`src/rtl/inst_fetch_stage_pkg.sv`:
```
// -----------------------------------------------------------------------------
// inst_fetch_stage_pkg : DLX constants and fetch state encoding
// Rev 1.0
// -----------------------------------------------------------------------------
`default_nettype none

package inst_fetch_stage_pkg;

    localparam logic [0:31] DLX_NOP_INSTR = 32'h54000000;
    localparam logic [0:31] WORD_BYTES    = 32'd4;
    localparam int          OPCODE_MSB    = 0;
    localparam int          OPCODE_LSB    = 5;

    typedef enum logic [1:0] {
        FETCH_RUN   = 2'd0,
        FETCH_HOLD  = 2'd1,
        FETCH_REDIR = 2'd2
    } fetch_state_e;

    function automatic logic [0:5] dlx_opcode(input logic [0:31] instr);
        return instr[OPCODE_MSB:OPCODE_LSB];
    endfunction

endpackage

`default_nettype wire

```
`src/rtl/inst_fetch_stage_if.sv`:
```
// -----------------------------------------------------------------------------
// inst_fetch_stage_if : redirect, IMEM and decode-side signals of the fetch stage
// Rev 1.0
// -----------------------------------------------------------------------------
`default_nettype none

interface inst_fetch_stage_if;

    logic        redirect_valid;
    logic [0:31] redirect_target;
    logic        id_stall;
    logic        imem_en;
    logic [0:31] imem_addr;
    logic [0:31] imem_rdata;
    logic        if_valid;
    logic [0:31] if_instr;
    logic [0:31] if_pc;
    logic [0:31] if_npc;

    modport master (
        input  redirect_valid, redirect_target, id_stall, imem_rdata,
        output imem_en, imem_addr, if_valid, if_instr, if_pc, if_npc
    );

    modport slave (
        output redirect_valid, redirect_target, id_stall, imem_rdata,
        input  imem_en, imem_addr, if_valid, if_instr, if_pc, if_npc
    );

endinterface

`default_nettype wire

```
`src/rtl/inst_fetch_stage_hold_buf.sv`:
```
// -----------------------------------------------------------------------------
// fetch_hold_buf : one-entry instruction/PC holding register (clear beats load)
// Rev 1.0
// -----------------------------------------------------------------------------
`default_nettype none

module fetch_hold_buf
    import inst_fetch_stage_pkg::*;
(
    input  wire logic        clk,
    input  wire logic        reset_n,
    input  wire logic        load_i,
    input  wire logic        clear_i,
    input  wire logic [0:31] instr_i,
    input  wire logic [0:31] pc_i,
    output logic             valid_o,
    output logic      [0:31] instr_o,
    output logic      [0:31] pc_o
);

    logic        valid_q;
    logic [0:31] instr_q;
    logic [0:31] pc_q;

    always_ff @(posedge clk or negedge reset_n) begin
        if (!reset_n) begin
            valid_q <= 1'b0;
            instr_q <= DLX_NOP_INSTR;
            pc_q    <= '0;
        end else if (clear_i) begin
            valid_q <= 1'b0;
        end else if (load_i) begin
            valid_q <= 1'b1;
            instr_q <= instr_i;
            pc_q    <= pc_i;
        end
    end

    assign valid_o = valid_q;
    assign instr_o = instr_q;
    assign pc_o    = pc_q;

endmodule

`default_nettype wire

```
`src/rtl/inst_fetch_stage.sv`:
```
// -----------------------------------------------------------------------------
// inst_fetch_stage : pipelined DLX fetch front end with stall buffer and redirect
// Rev 1.0
// -----------------------------------------------------------------------------
`default_nettype none

module inst_fetch_stage
    import inst_fetch_stage_pkg::*;
#(
    parameter logic [0:31] RESET_PC  = 32'h00000000,
    parameter logic [0:31] NOP_INSTR = DLX_NOP_INSTR
) (
    input  wire logic          clk,
    input  wire logic          reset_n,
    inst_fetch_stage_if.master bus
);

    fetch_state_e state_q, state_d;
    logic [0:31]  pc_q, pc_d;
    logic         inflight_q, inflight_d;
    logic [0:31]  inflight_pc_q, inflight_pc_d;
    logic         start_q;
    logic         out_valid_q, out_valid_d;
    logic [0:31]  out_instr_q, out_instr_d;
    logic [0:31]  out_pc_q, out_pc_d;
    logic         buf_load, buf_clear, buf_valid;
    logic [0:31]  buf_instr, buf_pc;
    logic         stalled, issue;
    logic [0:1]   unused_tgt_lsbs;

    assign unused_tgt_lsbs = bus.redirect_target[30:31];

    // start_q keeps the partial cycle between reset release and the first edge idle
    assign stalled = bus.id_stall && out_valid_q;
    assign issue   = start_q && !stalled && !bus.redirect_valid;

    assign bus.imem_en   = issue;
    assign bus.imem_addr = pc_q;
    assign bus.if_valid  = out_valid_q;
    assign bus.if_instr  = out_valid_q ? out_instr_q : NOP_INSTR;
    assign bus.if_pc     = out_pc_q;
    assign bus.if_npc    = out_pc_q + WORD_BYTES;

    fetch_hold_buf u_hold_buf (
        .clk     (clk),
        .reset_n (reset_n),
        .load_i  (buf_load),
        .clear_i (buf_clear),
        .instr_i (bus.imem_rdata),
        .pc_i    (inflight_pc_q),
        .valid_o (buf_valid),
        .instr_o (buf_instr),
        .pc_o    (buf_pc)
    );

    always_ff @(posedge clk or negedge reset_n) begin
        if (!reset_n) begin
            state_q       <= FETCH_RUN;
            pc_q          <= RESET_PC;
            inflight_q    <= 1'b0;
            inflight_pc_q <= '0;
            start_q       <= 1'b0;
            out_valid_q   <= 1'b0;
            out_instr_q   <= NOP_INSTR;
            out_pc_q      <= '0;
        end else begin
            state_q       <= state_d;
            pc_q          <= pc_d;
            inflight_q    <= inflight_d;
            inflight_pc_q <= inflight_pc_d;
            start_q       <= 1'b1;
            out_valid_q   <= out_valid_d;
            out_instr_q   <= out_instr_d;
            out_pc_q      <= out_pc_d;
        end
    end

    always_comb begin
        state_d       = state_q;
        pc_d          = issue ? pc_q + WORD_BYTES : pc_q;
        inflight_d    = issue;
        inflight_pc_d = pc_q;
        out_valid_d   = out_valid_q;
        out_instr_d   = out_instr_q;
        out_pc_d      = out_pc_q;
        buf_load      = 1'b0;
        buf_clear     = 1'b0;

        if (bus.redirect_valid) begin
            pc_d        = {bus.redirect_target[0:29], 2'b00};
            buf_clear   = 1'b1;
            out_valid_d = 1'b0;
            state_d     = FETCH_REDIR;
        end else begin
            case (state_q)
                FETCH_HOLD: begin
                    // Draining the buffer while the refetch at pc_q issues avoids a bubble
                    if (!stalled) begin
                        out_valid_d = buf_valid;
                        out_instr_d = buf_instr;
                        out_pc_d    = buf_pc;
                        buf_clear   = 1'b1;
                        state_d     = FETCH_RUN;
                    end
                end
                default: begin
                    if (stalled) begin
                        if (inflight_q) begin
                            buf_load = 1'b1;
                            state_d  = FETCH_HOLD;
                        end
                    end else begin
                        out_valid_d = inflight_q;
                        if (inflight_q) begin
                            out_instr_d = bus.imem_rdata;
                            out_pc_d    = inflight_pc_q;
                        end
                        state_d = FETCH_RUN;
                    end
                end
            endcase
        end
    end

endmodule

`default_nettype wire

```
`src/flat_wrapper.sv`:
```
// flat-port wrapper written by rule: the top's interface ports become plain ports
module inst_fetch_stage_flat import inst_fetch_stage_pkg::*;
#(
    parameter logic [0:31] RESET_PC  = 32'h00000000,
    parameter logic [0:31] NOP_INSTR = DLX_NOP_INSTR
)
  (clk, reset_n, bus_redirect_valid, bus_redirect_target, bus_id_stall, bus_imem_rdata, bus_imem_en, bus_imem_addr, bus_if_valid, bus_if_instr, bus_if_pc, bus_if_npc);
  inst_fetch_stage_if bus_i ();
  input  wire logic clk;
  input  wire logic reset_n;
  input wire logic [$bits(bus_i.redirect_valid)-1:0] bus_redirect_valid;
  input wire logic [$bits(bus_i.redirect_target)-1:0] bus_redirect_target;
  input wire logic [$bits(bus_i.id_stall)-1:0] bus_id_stall;
  input wire logic [$bits(bus_i.imem_rdata)-1:0] bus_imem_rdata;
  output wire logic [$bits(bus_i.imem_en)-1:0] bus_imem_en;
  output wire logic [$bits(bus_i.imem_addr)-1:0] bus_imem_addr;
  output wire logic [$bits(bus_i.if_valid)-1:0] bus_if_valid;
  output wire logic [$bits(bus_i.if_instr)-1:0] bus_if_instr;
  output wire logic [$bits(bus_i.if_pc)-1:0] bus_if_pc;
  output wire logic [$bits(bus_i.if_npc)-1:0] bus_if_npc;
  assign bus_i.redirect_valid = bus_redirect_valid;
  assign bus_i.redirect_target = bus_redirect_target;
  assign bus_i.id_stall = bus_id_stall;
  assign bus_i.imem_rdata = bus_imem_rdata;
  assign bus_imem_en = bus_i.imem_en;
  assign bus_imem_addr = bus_i.imem_addr;
  assign bus_if_valid = bus_i.if_valid;
  assign bus_if_instr = bus_i.if_instr;
  assign bus_if_pc = bus_i.if_pc;
  assign bus_if_npc = bus_i.if_npc;
  inst_fetch_stage #(.RESET_PC(RESET_PC), .NOP_INSTR(NOP_INSTR)) u_core (.clk(clk), .reset_n(reset_n), .bus(bus_i));
endmodule
```
`config.mk`:
```
export PLATFORM = sky130hd
export DESIGN_NAME = inst_fetch_stage_flat
export DESIGN_NICKNAME = d
export VERILOG_FILES = /design/src/rtl/inst_fetch_stage_pkg.sv /design/src/rtl/inst_fetch_stage_if.sv /design/src/rtl/inst_fetch_stage_hold_buf.sv /design/src/rtl/inst_fetch_stage.sv /design/src/flat_wrapper.sv
export SDC_FILE = /design/constraint.sdc
export NUM_CORES = 1
export LEC_CHECK = 0
export ABC_AREA = 1
export CAP_MARGIN = 15
export CORE_MARGIN = 3
export CORE_UTILIZATION = 52
export CTS_BUF_LIST = sky130_fd_sc_hd__clkbuf_16
export DETAILED_ROUTE_END_ITERATION = 10
export HOLD_SLACK_MARGIN = 0.06
export PLACE_DENSITY_LB_ADDON = 0.1
export SKIP_LAST_GASP = 1
export SLEW_MARGIN = 0
export SYNTH_ARGS = -nofsm -noshare
export SYNTH_HDL_FRONTEND = slang
export SYNTH_SLANG_ARGS = --single-unit
```
`constraint.sdc`:
```
create_clock -name clk -period 2.26 [get_ports clk]
set_clock_uncertainty 0.1 [all_clocks]
set_input_delay 0.452 -clock clk [delete_from_list [all_inputs] [get_ports clk]]
set_output_delay 0.452 -clock clk [all_outputs]
set_load 0.01 [all_outputs]
```
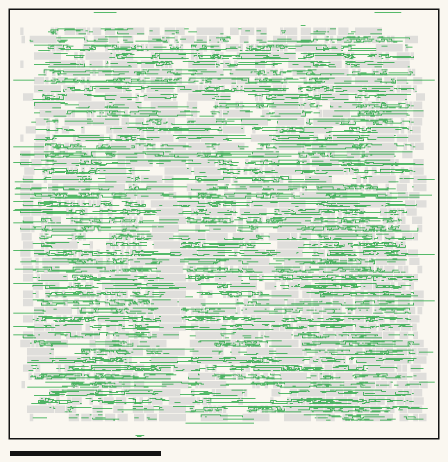
Figure 1: run 1, met1 routing.
Scale bar: 50 µm. Cells faint in the background.
The longest straight run is 39.1 µm. The layer carries 11,900 µm of wire. 1,437 nets have wire on it. The layer holds 45% of the routed length.

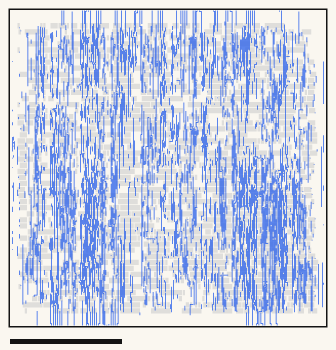
Figure 2: run 1, the metal 2 layer.
Scale bar: 50 µm. Cells faint in the background.
1,251 nets have wire on it. The longest straight run is 53.4 µm.

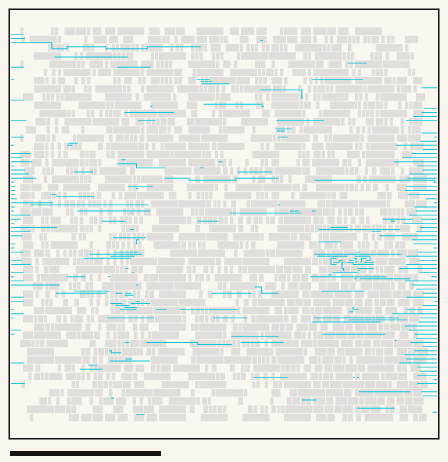
Figure 3: run 1, the metal 3 layer.
Scale bar: 50 µm. Cells faint in the background.
The layer carries 1,770 µm of wire. The longest straight run is 39.6 µm.
final wirelength: 26.80 mm
met3 Resource Use GR: 4.213%
via count: 9,023

==> tab_implementation.tex, run 1 <==
% Auto-generated results table
\begin{tabular}{lr}
\hline
Metric & Value \\
\hline
\multicolumn{2}{l}{\textbf{Status}} \\
Outcome & finished, violations left \\
Violations in the final reports & negative setup slack \\
\multicolumn{2}{l}{\textbf{Critical path}} \\
Cells along the critical path & buf\_6 > nand3\_4 > nor2\_4 > nand2\_4 > nor2\_4 > buf\_4 > buf\_4 > xor2\_1 > buf\_2 \\
Buffers \& Inverters on Critical Path & 4 \\
Type of the setup path with the least slack & reg -> out \\
\multicolumn{2}{l}{\textbf{CTS}} \\
Buffer count from post-CTS setup fixing & 21 \\
CTS Root Buffer Type & sky130\_fd\_sc\_hd\_\_clkbuf\_16 \\
Clock slew seen by the registers of the worst setup and hold paths & roughly 0.07 ns \\
Number of hold buffers added after cts & 1 \\
Clk sink count & $\sim$190 \\
H-tree Lvls & 4 \\
Clock network latency to the later pin of the worst-skew pair & 0.43 ns \\
\multicolumn{2}{l}{\textbf{Cells and area}} \\
Final layout net count & 1,596 \\
Proportion of layout cells with a drive suffix above 1 & between 10\% and 20\% \\
Most common logic cell in the routed design & sky130\_fd\_sc\_hd\_\_nand2\_1 \\
\multicolumn{2}{l}{\textbf{Pwr}} \\
Power dissipated in the clock network & a little under 3 mW \\
Int Power & roughly 7 mW \\
Relative contribution of the clock network to total power & a little over a quarter \\
Switching share of power & 33.42\% \\
Combinational-cell power consumption & $\sim$3.4 mW \\
\multicolumn{2}{l}{\textbf{Global route}} \\
Residual overflow from global routing & 0 \\
Met2 demand-to-capacity share in global routing & 42.06\% \\
Largest net degree at the start of global routing & just under 70 \\
\multicolumn{2}{l}{\textbf{Synth}} \\
Count of flip-flops with a built-in enable after synthesis & 0 \\
Synth warnings & 0 \\
\multicolumn{2}{l}{\textbf{STA}} \\
Finish-stage setup viols & 24 \\
Setup repair after global routing missed its margin & yes \\
Number of slew-limit violations in the final report & 0 \\
Worst-case setup margin in the final layout & -0.2850 ns \\
\multicolumn{2}{l}{\textbf{Route}} \\
Via density per instance & between 5 and 6 \\
\multicolumn{2}{l}{\textbf{Floorplan}} \\
Overall die area & around 0.02 mm² \\
\multicolumn{2}{l}{\textbf{Placement}} \\
Cell Area, Placed & $\sim$0.012 mm² \\
\hline
\end{tabular}
run 1: cells in the mapped netlist, types with 9 or more instances:
| master | n |
|---|---|
| sky130_fd_sc_hd__xor2_1 | 27 |
| sky130_fd_sc_hd__buf_2 | 21 |
| sky130_fd_sc_hd__clkbuf_1 | 18 |
| sky130_fd_sc_hd__o31ai_1 | 32 |
| sky130_fd_sc_hd__buf_4 | 17 |
| sky130_fd_sc_hd__nor2_2 | 9 |
| sky130_fd_sc_hd__dfrtp_1 | 184 |
| sky130_fd_sc_hd__inv_1 | 127 |
| sky130_fd_sc_hd__nor3_1 | 14 |
| sky130_fd_sc_hd__nor2_1 | 173 |
| sky130_fd_sc_hd__o21ai_1 | 65 |
| sky130_fd_sc_hd__nand2_1 | 406 |
| sky130_fd_sc_hd__a21oi_1 | 36 |
| sky130_fd_sc_hd__nand3_1 | 53 |
run 1: per-stage QoR:
stage / TNS (ns) / hold slack, ns / power [mW] / worst slack [ns]
after floorplan: 0 / 0.05641 / 5.733 / 0.2856
after global placement: -0.8455 / 0.2903 / 7.379 / -0.1170
after detailed placement: -1.398 / 0.2902 / 7.461 / -0.1567
after CTS: -3.706 / 0.3790 / 10.49 / -0.2458
after global routing: -5.882 / 0.3970 / 11.28 / -0.3799
final: -3.606 / 0.3759 / 10.71 / -0.2850
run 1: area by class of cell:
class | count | area [µm²] | area share (%)
clock buffers | 17 | 425.4 | 3.156
clock inverters | 15 | 146.4 | 1.086
inverters | 132 | 498.0 | 3.694
multi-input cells | 874 | 4382 | 32.51
flip-flops and latches | 190 | 4767 | 35.37
well taps | 225 | 281.5 | 2.089
repair buffers | 311 | 2979 | 22.10
run 1: flip-flops by register name, indices dropped and copies added, names as in the netlist:
name / count
u_core.u_hold_buf.valid_o: 1
u_core.bus.imem_addr: 30
u_core.inflight_q: 1
u_core.start_q: 1
u_core.bus.if_pc: 30
u_core.state_q: 2
u_core.out_instr_q: 32
u_core.u_hold_buf.instr_o: 32
u_core.bus.if_valid: 1
u_core.inflight_pc_q: 30
u_core.u_hold_buf.pc_o: 30
run 1: kinds of logic (layout without fill, tap and decap cells):
kind of cell,Yosys count,after routing
other cells,2,7
xor+xnor,29,29
simple gates,688,688
flops,190,190
buf+inv,190,475
fa+ha+maj,2,2
compound gates,148,148
run 1: path summary, 6_finish.rpt:
kind | start | endpoint | slack, ns | cells past startpoint
hold reg to reg | u_core.out_instr_q[1]$_DFFE_PN1P_ | u_core.out_instr_q[1]$_DFFE_PN1P_ | 0.38 | 2
min in group asynchronous | reset_n | u_core.bus.if_pc[26]$_DFFE_PN0P_ | 0.41 | 2
hold / removal | u_core.out_instr_q[1]$_DFFE_PN1P_ | u_core.out_instr_q[1]$_DFFE_PN1P_ | 0.38 | 2
setup reg to reg | u_core.bus.imem_addr[29]$_DFFE_PN0P_ | u_core.bus.imem_addr[7]$_DFFE_PN0P_ | 0.34 | 10
max in group asynchronous | reset_n | u_core.state_q[1]$_DFFE_PN0P_ | 1.02 | 3
setup / recovery | u_core.bus.if_pc[28]$_DFFE_PN0P_ | bus_if_npc[11] | -0.28 | 9
Figure 4. Congestion heat map (run 1).
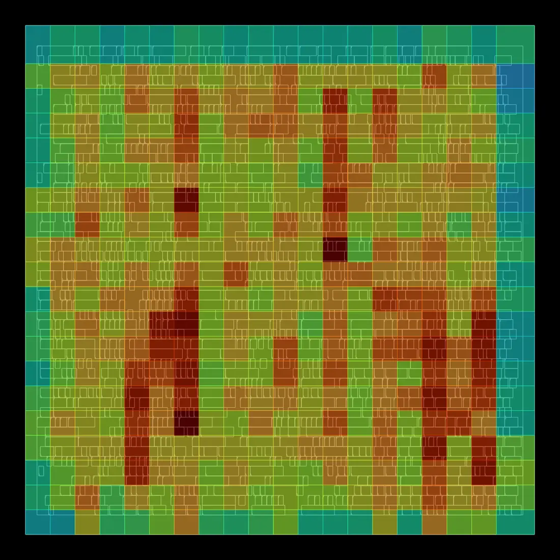

==> run 2: changes to the inputs <==
Settings changed: CORE_UTILIZATION 52 to 60, DONT_BUFFER_PORTS set to 1.
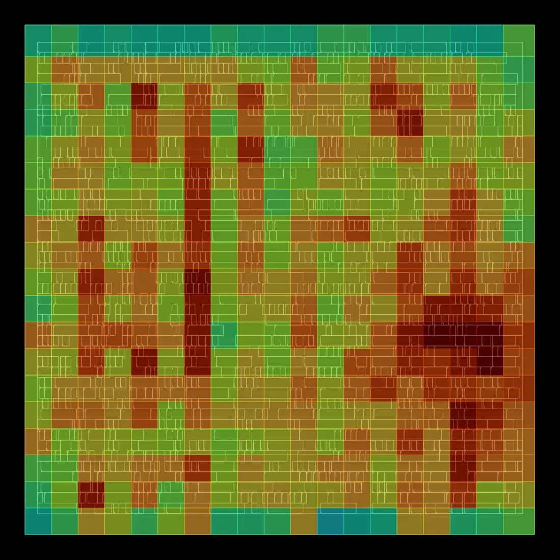
Figure 5: run 2, congestion heat map.
GRT Max-Usage Layer: met2
met2 demand-to-capacity share in global routing: 43.14%
met3 Resource Use GR: 7.099%
per-cell routed wire length: 17.28 µm
met1 usage: 38.94%

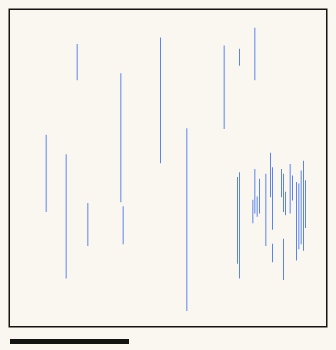
Figure 6: run 2, signal wires on met4.
Scale bar: 50 µm.
29 nets have wire on it. The layer carries 821 µm of wire.

==> run 2 against run 1 <==
The flow finishes with violations (negative hold slack, negative setup slack). Clock power up 16%. Hold slack got worse by 0.76 ns. First-iteration DRC count increased by 31%. Sequential share of layout area up 5.8 points. Worst setup slack got worse by 0.052 ns. Sequential power rose by 4%. Synthesized cell count unchanged. Sequential cell count did not move. Via count down 6.4%. Utilization down 0.96 points. Cell count decreased by 13%. Largest power group unchanged. Highest routed layer unchanged.
==> tab_implementation.tex, run 2 <==
% Auto-generated results table
\begin{tabular}{lr}
\hline
Metric & Value \\
\hline
\multicolumn{2}{l}{\textbf{Floorplan}} \\
Overall die area & 0.01751 mm² (-13\%) \\
\multicolumn{2}{l}{\textbf{Synth}} \\
Most numerous cell in the Yosys netlist & sky130\_fd\_sc\_hd\_\_nand2\_1 \\
Synth warnings & 0 (unchanged) \\
Count of flip-flops with a built-in enable after synthesis & 0 (unchanged) \\
\multicolumn{2}{l}{\textbf{Status}} \\
Violations in the final reports & negative hold slack, negative setup slack \\
Outcome & finished, violations left \\
\multicolumn{2}{l}{\textbf{Pwr}} \\
Switching share of power & 32.40\% (-1.0 points) \\
Int Power & 6.945 mW (-2.6\%) \\
\multicolumn{2}{l}{\textbf{CTS}} \\
Clock slew seen by the registers of the worst setup and hold paths & 0.06 ns (about the same) \\
CTS Root Buffer Type & sky130\_fd\_sc\_hd\_\_clkbuf\_16 \\
Clock network latency to the later pin of the worst-skew pair & 0.43 ns (about the same) \\
Number of hold buffers added after cts & 44 (+43) \\
Clk sink count & 190 (unchanged) \\
H-tree Lvls & 4 (unchanged) \\
\multicolumn{2}{l}{\textbf{STA}} \\
Worst-case setup margin in the final layout & -0.3373 ns (-0.05234 ns) \\
Finish-stage setup viols & 23 (-4.2\%) \\
TNS Setup & -4.294 ns (-0.6877 ns) \\
Number of hold violations in the final report & 190 \\
Number of slew-limit violations in the final report & 0 (unchanged) \\
Setup repair after global routing missed its margin & yes \\
Worst hold slack across all endpoints & -0.3854 ns (-0.7614 ns) \\
\multicolumn{2}{l}{\textbf{Critical path}} \\
Type of the setup path with the least slack & reg -> out \\
Cells along the critical path & nand2\_4 > nor2\_4 > nand2\_2 > nor3\_4 > nand2\_2 > xor2\_2 \\
Setup slack, reg-to-reg & 0.42 ns (+0.08 ns) \\
Terminus of the critical flop-to-flop path & u\_core.out\_instr\_q[16]\$\_DFFE\_PN0P\_ \\
\multicolumn{2}{l}{\textbf{Global route}} \\
Largest net degree at the start of global routing & 191 (+180\%) \\
\multicolumn{2}{l}{\textbf{Route}} \\
Via count & 8,450 (-6.4\%) \\
Via density per instance & 5.534 (+8.2\%) \\
Final wirelength & 26.39 mm (-1.5\%) \\
\multicolumn{2}{l}{\textbf{Cells and area}} \\
Proportion of layout cells with a drive suffix above 1 & 16.79\% (-1.5 points) \\
Most common logic cell in the routed design & sky130\_fd\_sc\_hd\_\_nand2\_1 \\
Register Area & 0.004788 mm² (+0.45\%) \\
\hline
\end{tabular}
-- run 2: cell counts after synthesis --
No cell type changed its count.
-- run 2: worst max-delay path by stage --
stage | from | to | slack (ns) | cells after the start
2_1_floorplan | u_core.bus.if_pc[29]$_DFFE_PN0P_ | bus_if_npc[24] | 0.29 | 7
3_3_place_gp | u_core.bus.if_pc[16]$_DFFE_PN0P_ | bus_if_npc[22] | 0.18 | 5
3_5_place_dp | u_core.bus.if_pc[22]$_DFFE_PN0P_ | bus_if_npc[14] | 0.16 | 5
4_1_cts | u_core.bus.if_pc[16]$_DFFE_PN0P_ | bus_if_npc[22] | -0.10 | 5
5_1_grt | u_core.bus.if_pc[19]$_DFFE_PN0P_ | bus_if_npc[31] | -0.40 | 6
6_report | u_core.bus.if_pc[19]$_DFFE_PN0P_ | bus_if_npc[31] | -0.34 | 6
-- run 2: final cells by class --
cell class / instances / area share [%]
Clock buffer: 17 / 3.658
Clock inverter: 15 / 2.077
Inverter: 132 / 4.325
Multi-Input combinational cell: 874 / 39.34
Sequential cell: 190 / 41.18
Tap cell: 211 / 2.270
Timing Repair Buffer: 88 / 7.155
-- run 2: cells by family (layout without fill, tap and decap cells) --
logic type | Yosys count | after routing | synth area share (%)
other | 2 | 7 | 0.07843
adders and majority gates | 2 | 2 | 0.2613
xor gates and xnor gates | 29 | 29 | 2.653
AOI/OAI and AO/OA | 148 | 148 | 8.859
DFF | 190 | 190 | 49.73
and+or+nand+nor | 688 | 688 | 29.94
buffers and inverters | 190 | 252 | 8.480
-- run 2: critical path: cells and delay by family, from the launching register on --
family | cells | cell delay (ns)
and+or+nand+nor | 5 | 0.88
DFF | 1 | 0.51
xor gates and xnor gates | 1 | 0.22
-- run 2: power by group through the flow --
| stage | sequential [mW] | combinational (mW) | clock (mW) |
|---|---|---|---|
| 6_report | 4.64 | 2.27 | 3.36 |
| 5_1_grt | 4.71 | 2.47 | 3.57 |
| 4_1_cts | 4.56 | 1.89 | 3.41 |
| 3_5_place_dp | 4.60 | 1.62 | 0 |
| 3_3_place_gp | 4.58 | 1.58 | 0 |
| 2_1_floorplan | 4.50 | 1.23 | 0 |
-- run 2: metrics by stage --
| step | power (mW) | cell area (µm²) | hold WS, ns | setup slack (ns) | utilization, % |
|---|---|---|---|---|---|
| final | 10.27 | 11630 | -0.3854 | -0.3373 | 75.38 |
| after global routing | 10.76 | 11630 | -0.4102 | -0.3984 | 75.38 |
| after CTS | 9.858 | 11240 | -0.3995 | -0.1046 | 72.83 |
| after floorplan | 5.733 | 9594 | 0.05641 | 0.2856 | - |
| after detailed placement | 6.217 | 9791 | 0.06151 | 0.1573 | 63.46 |
| after global placement | 6.159 | 9791 | 0.06161 | 0.1838 | 63.46 |
-- run 2: repair_timing --
item / CTS / global route
setup buffers: 9 / 11
endpoints found under the setup margin: 23 / 26
endpoints found under the hold margin: 234 / 190
gates resized: 62 / 82
pin swaps: 12 / 32
-- run 2: routing by layer --
metal | vias to the layer above | GRT usage (%) | share of wire, %
li1 | 3984 | - | -
met1 | 3937 | 38.94 | 41
met2 | 453 | 43.14 | 46
met3 | 76 | 7.099 | 9.6
met4 | 0 | 8.661 | 3.1
met5 | - | 0 | 0
Figure 7. Met1 routing (run 2).
Scale bar: 50 µm. Cells faint in the background.
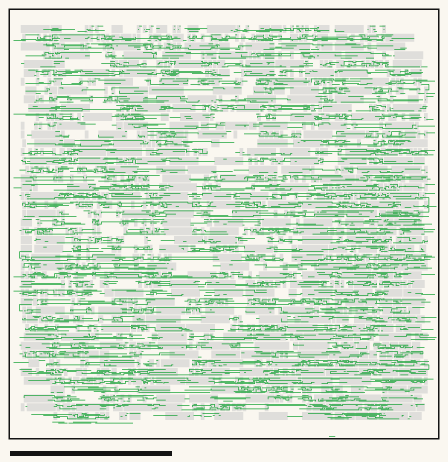

==> run 3: changes to the inputs <==
Settings changed: CORE_MARGIN 3 to not set, SETUP_SLACK_MARGIN set to 0.02, SKIP_CTS_REPAIR_TIMING set to 1.
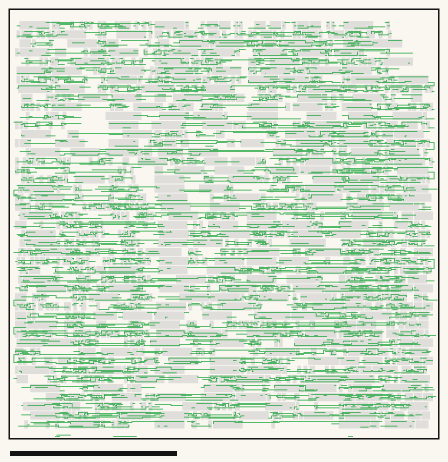
Figure 8: run 3, met1 routing.
Scale bar: 50 µm. Cells faint in the background.
The longest straight run is 33.1 µm. The wires run mostly horizontal.
met1 usage: 41.45%
final wirelength: 23.50 mm
via count: 8,125

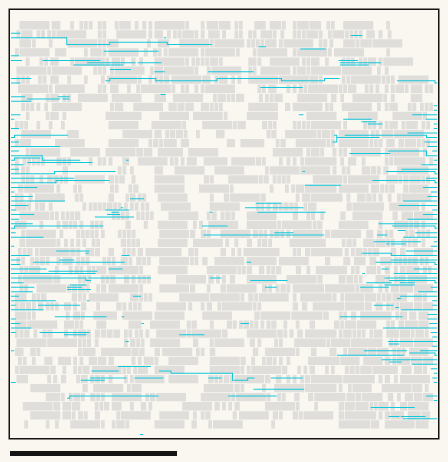
Figure 9: run 3, the metal 3 layer.
Scale bar: 50 µm. Cells faint in the background.
The layer holds 7.8% of the routed length. 184 nets have wire on it.
met3 Resource Use GR: 6.611%

==> run 3 against run 2 <==
The run still ends with negative hold slack, negative setup slack left. Register-to-register slack improved by 0.06 ns. Die size fell by 6.0%. Utilization fell by 2.9 points. Sequential power barely moved. Clock power fell by 8.3%. First-iteration DRC count fell by 29%. Largest cell class unchanged.
==> tab_implementation.tex, run 3 <==
% Auto-generated results table
\begin{tabular}{lr}
\hline
Metric & Value \\
\hline
\multicolumn{2}{l}{\textbf{Synth}} \\
Count of flip-flops with a built-in enable after synthesis & 0 (unchanged) \\
Synth warnings & 0 (unchanged) \\
Most numerous cell in the Yosys netlist & sky130\_fd\_sc\_hd\_\_nand2\_1 \\
\multicolumn{2}{l}{\textbf{Route}} \\
Per-cell routed wire length & 15.52 µm (-10\%) \\
Routed wire length on met2 & 10.58 mm (-14\%) \\
Met3 WL & 1.829 mm (-28\%) \\
Met1 wire length & 10.65 mm (-1.1\%) \\
\multicolumn{2}{l}{\textbf{Pwr}} \\
Switching share of power & 31.37\% (-1.0 points) \\
Final Total Pwr & 9.554 mW (-7.0\%) \\
\multicolumn{2}{l}{\textbf{CTS}} \\
H-tree Lvls & 4 (unchanged) \\
Clock network latency to the later pin of the worst-skew pair & 0.43 ns (about the same) \\
\multicolumn{2}{l}{\textbf{Status}} \\
Outcome & finished, violations left \\
Violations in the final reports & negative hold slack, negative setup slack \\
\multicolumn{2}{l}{\textbf{Global route}} \\
Largest net degree at the start of global routing & 191 (unchanged) \\
\multicolumn{2}{l}{\textbf{STA}} \\
Number of hold violations in the final report & 190 (unchanged) \\
Finish-stage setup viols & 22 (-4.3\%) \\
Setup repair after global routing missed its margin & yes \\
Worst hold slack across all endpoints & -0.3900 ns (-0.004588 ns) \\
Worst-case setup margin in the final layout & -0.1621 ns (+0.1752 ns) \\
\multicolumn{2}{l}{\textbf{Critical path}} \\
Type of the setup path with the least slack & reg -> out \\
\hline
\end{tabular}
==> run 3: worst paths after layout <==
path,startpoint,end,cells past startpoint
max in group asynchronous,reset_n,u_core.u_hold_buf.instr_o[1]$_DFFE_PN1P_,0
min in group clk,bus_redirect_target[22],u_core.bus.imem_addr[9]$_DFFE_PN0P_,2
max,u_core.bus.if_pc[28]$_DFFE_PN0P_,bus_if_npc[20],5
max reg2reg,u_core.bus.imem_addr[18]$_DFFE_PN0P_,u_core.bus.imem_addr[0]$_DFFE_PN0P_,9
min,reset_n,u_core.bus.if_pc[29]$_DFFE_PN0P_,0
min reg2reg,u_core.out_instr_q[3]$_DFFE_PN1P_,u_core.out_instr_q[3]$_DFFE_PN1P_,2
==> run 3: cell type report <==
cell class	count	area (µm²)	share of cell area, %
Sequential cell	190	4787	42.99
Multi-Input combinational cell	874	4278	38.42
Timing Repair Buffer	75	708.2	6.360
Inverter	132	495.5	4.449
Clock buffer	17	425.4	3.820
Tap cell	211	264.0	2.371
Clock inverter	15	177.7	1.595
==> run 3: routing by layer <==
layer  vias to the layer above  global-route usage [%]
met1                      3794                   41.45
li1                       3967                       -
met3                        34                   6.611
met4                         0                   9.204
met2                       330                   41.65
met5                         -                       0
==> run 3: power by group through the flow <==
stage | registers (mW) | clock network, mW | logic (mW)
after floorplan | 4.50 | 0 | 1.23
after global placement | 4.60 | 0 | 1.50
after detailed placement | 4.63 | 0 | 1.54
after CTS | 4.56 | 3.13 | 1.56
after global routing | 4.69 | 3.26 | 2.07
final | 4.62 | 3.08 | 1.85
==> run 3: stage by stage <==
step | worst slack (ns) | instance area (µm²) | setup TNS, ns | instances
after floorplan | 0.2856 | 9594 | 0 | 1254
after global placement | 0.2365 | 9761 | 0 | 1430
after detailed placement | 0.2125 | 9761 | 0 | 1430
after CTS | -0.2646 | 10360 | -3.880 | 1462
after global routing | -0.2447 | 11140 | -4.314 | 1514
final | -0.1621 | 11140 | -1.792 | 1514
==> run 3: cell families after synthesis <==
logic type | share of synthesized area [%]
and+or+nand+nor | 29.94
xor gates and xnor gates | 2.653
adders and majority gates | 0.2613
buffers and inverters | 8.480
DFF | 49.73
other | 0.07843
AOI/OAI and AO/OA | 8.859
==> run 3: worst max-delay path: stages, from the launching register on <==
cell and delay, ns:
sky130_fd_sc_hd__dfrtp_1 0.41, sky130_fd_sc_hd__ha_4 0.19, sky130_fd_sc_hd__nand3_4 0.10, sky130_fd_sc_hd__nor3_4 0.26, sky130_fd_sc_hd__nand4_4 0.15, sky130_fd_sc_hd__xor2_1 0.32
No activity file was given, so power comes from the tool's default toggle rates.
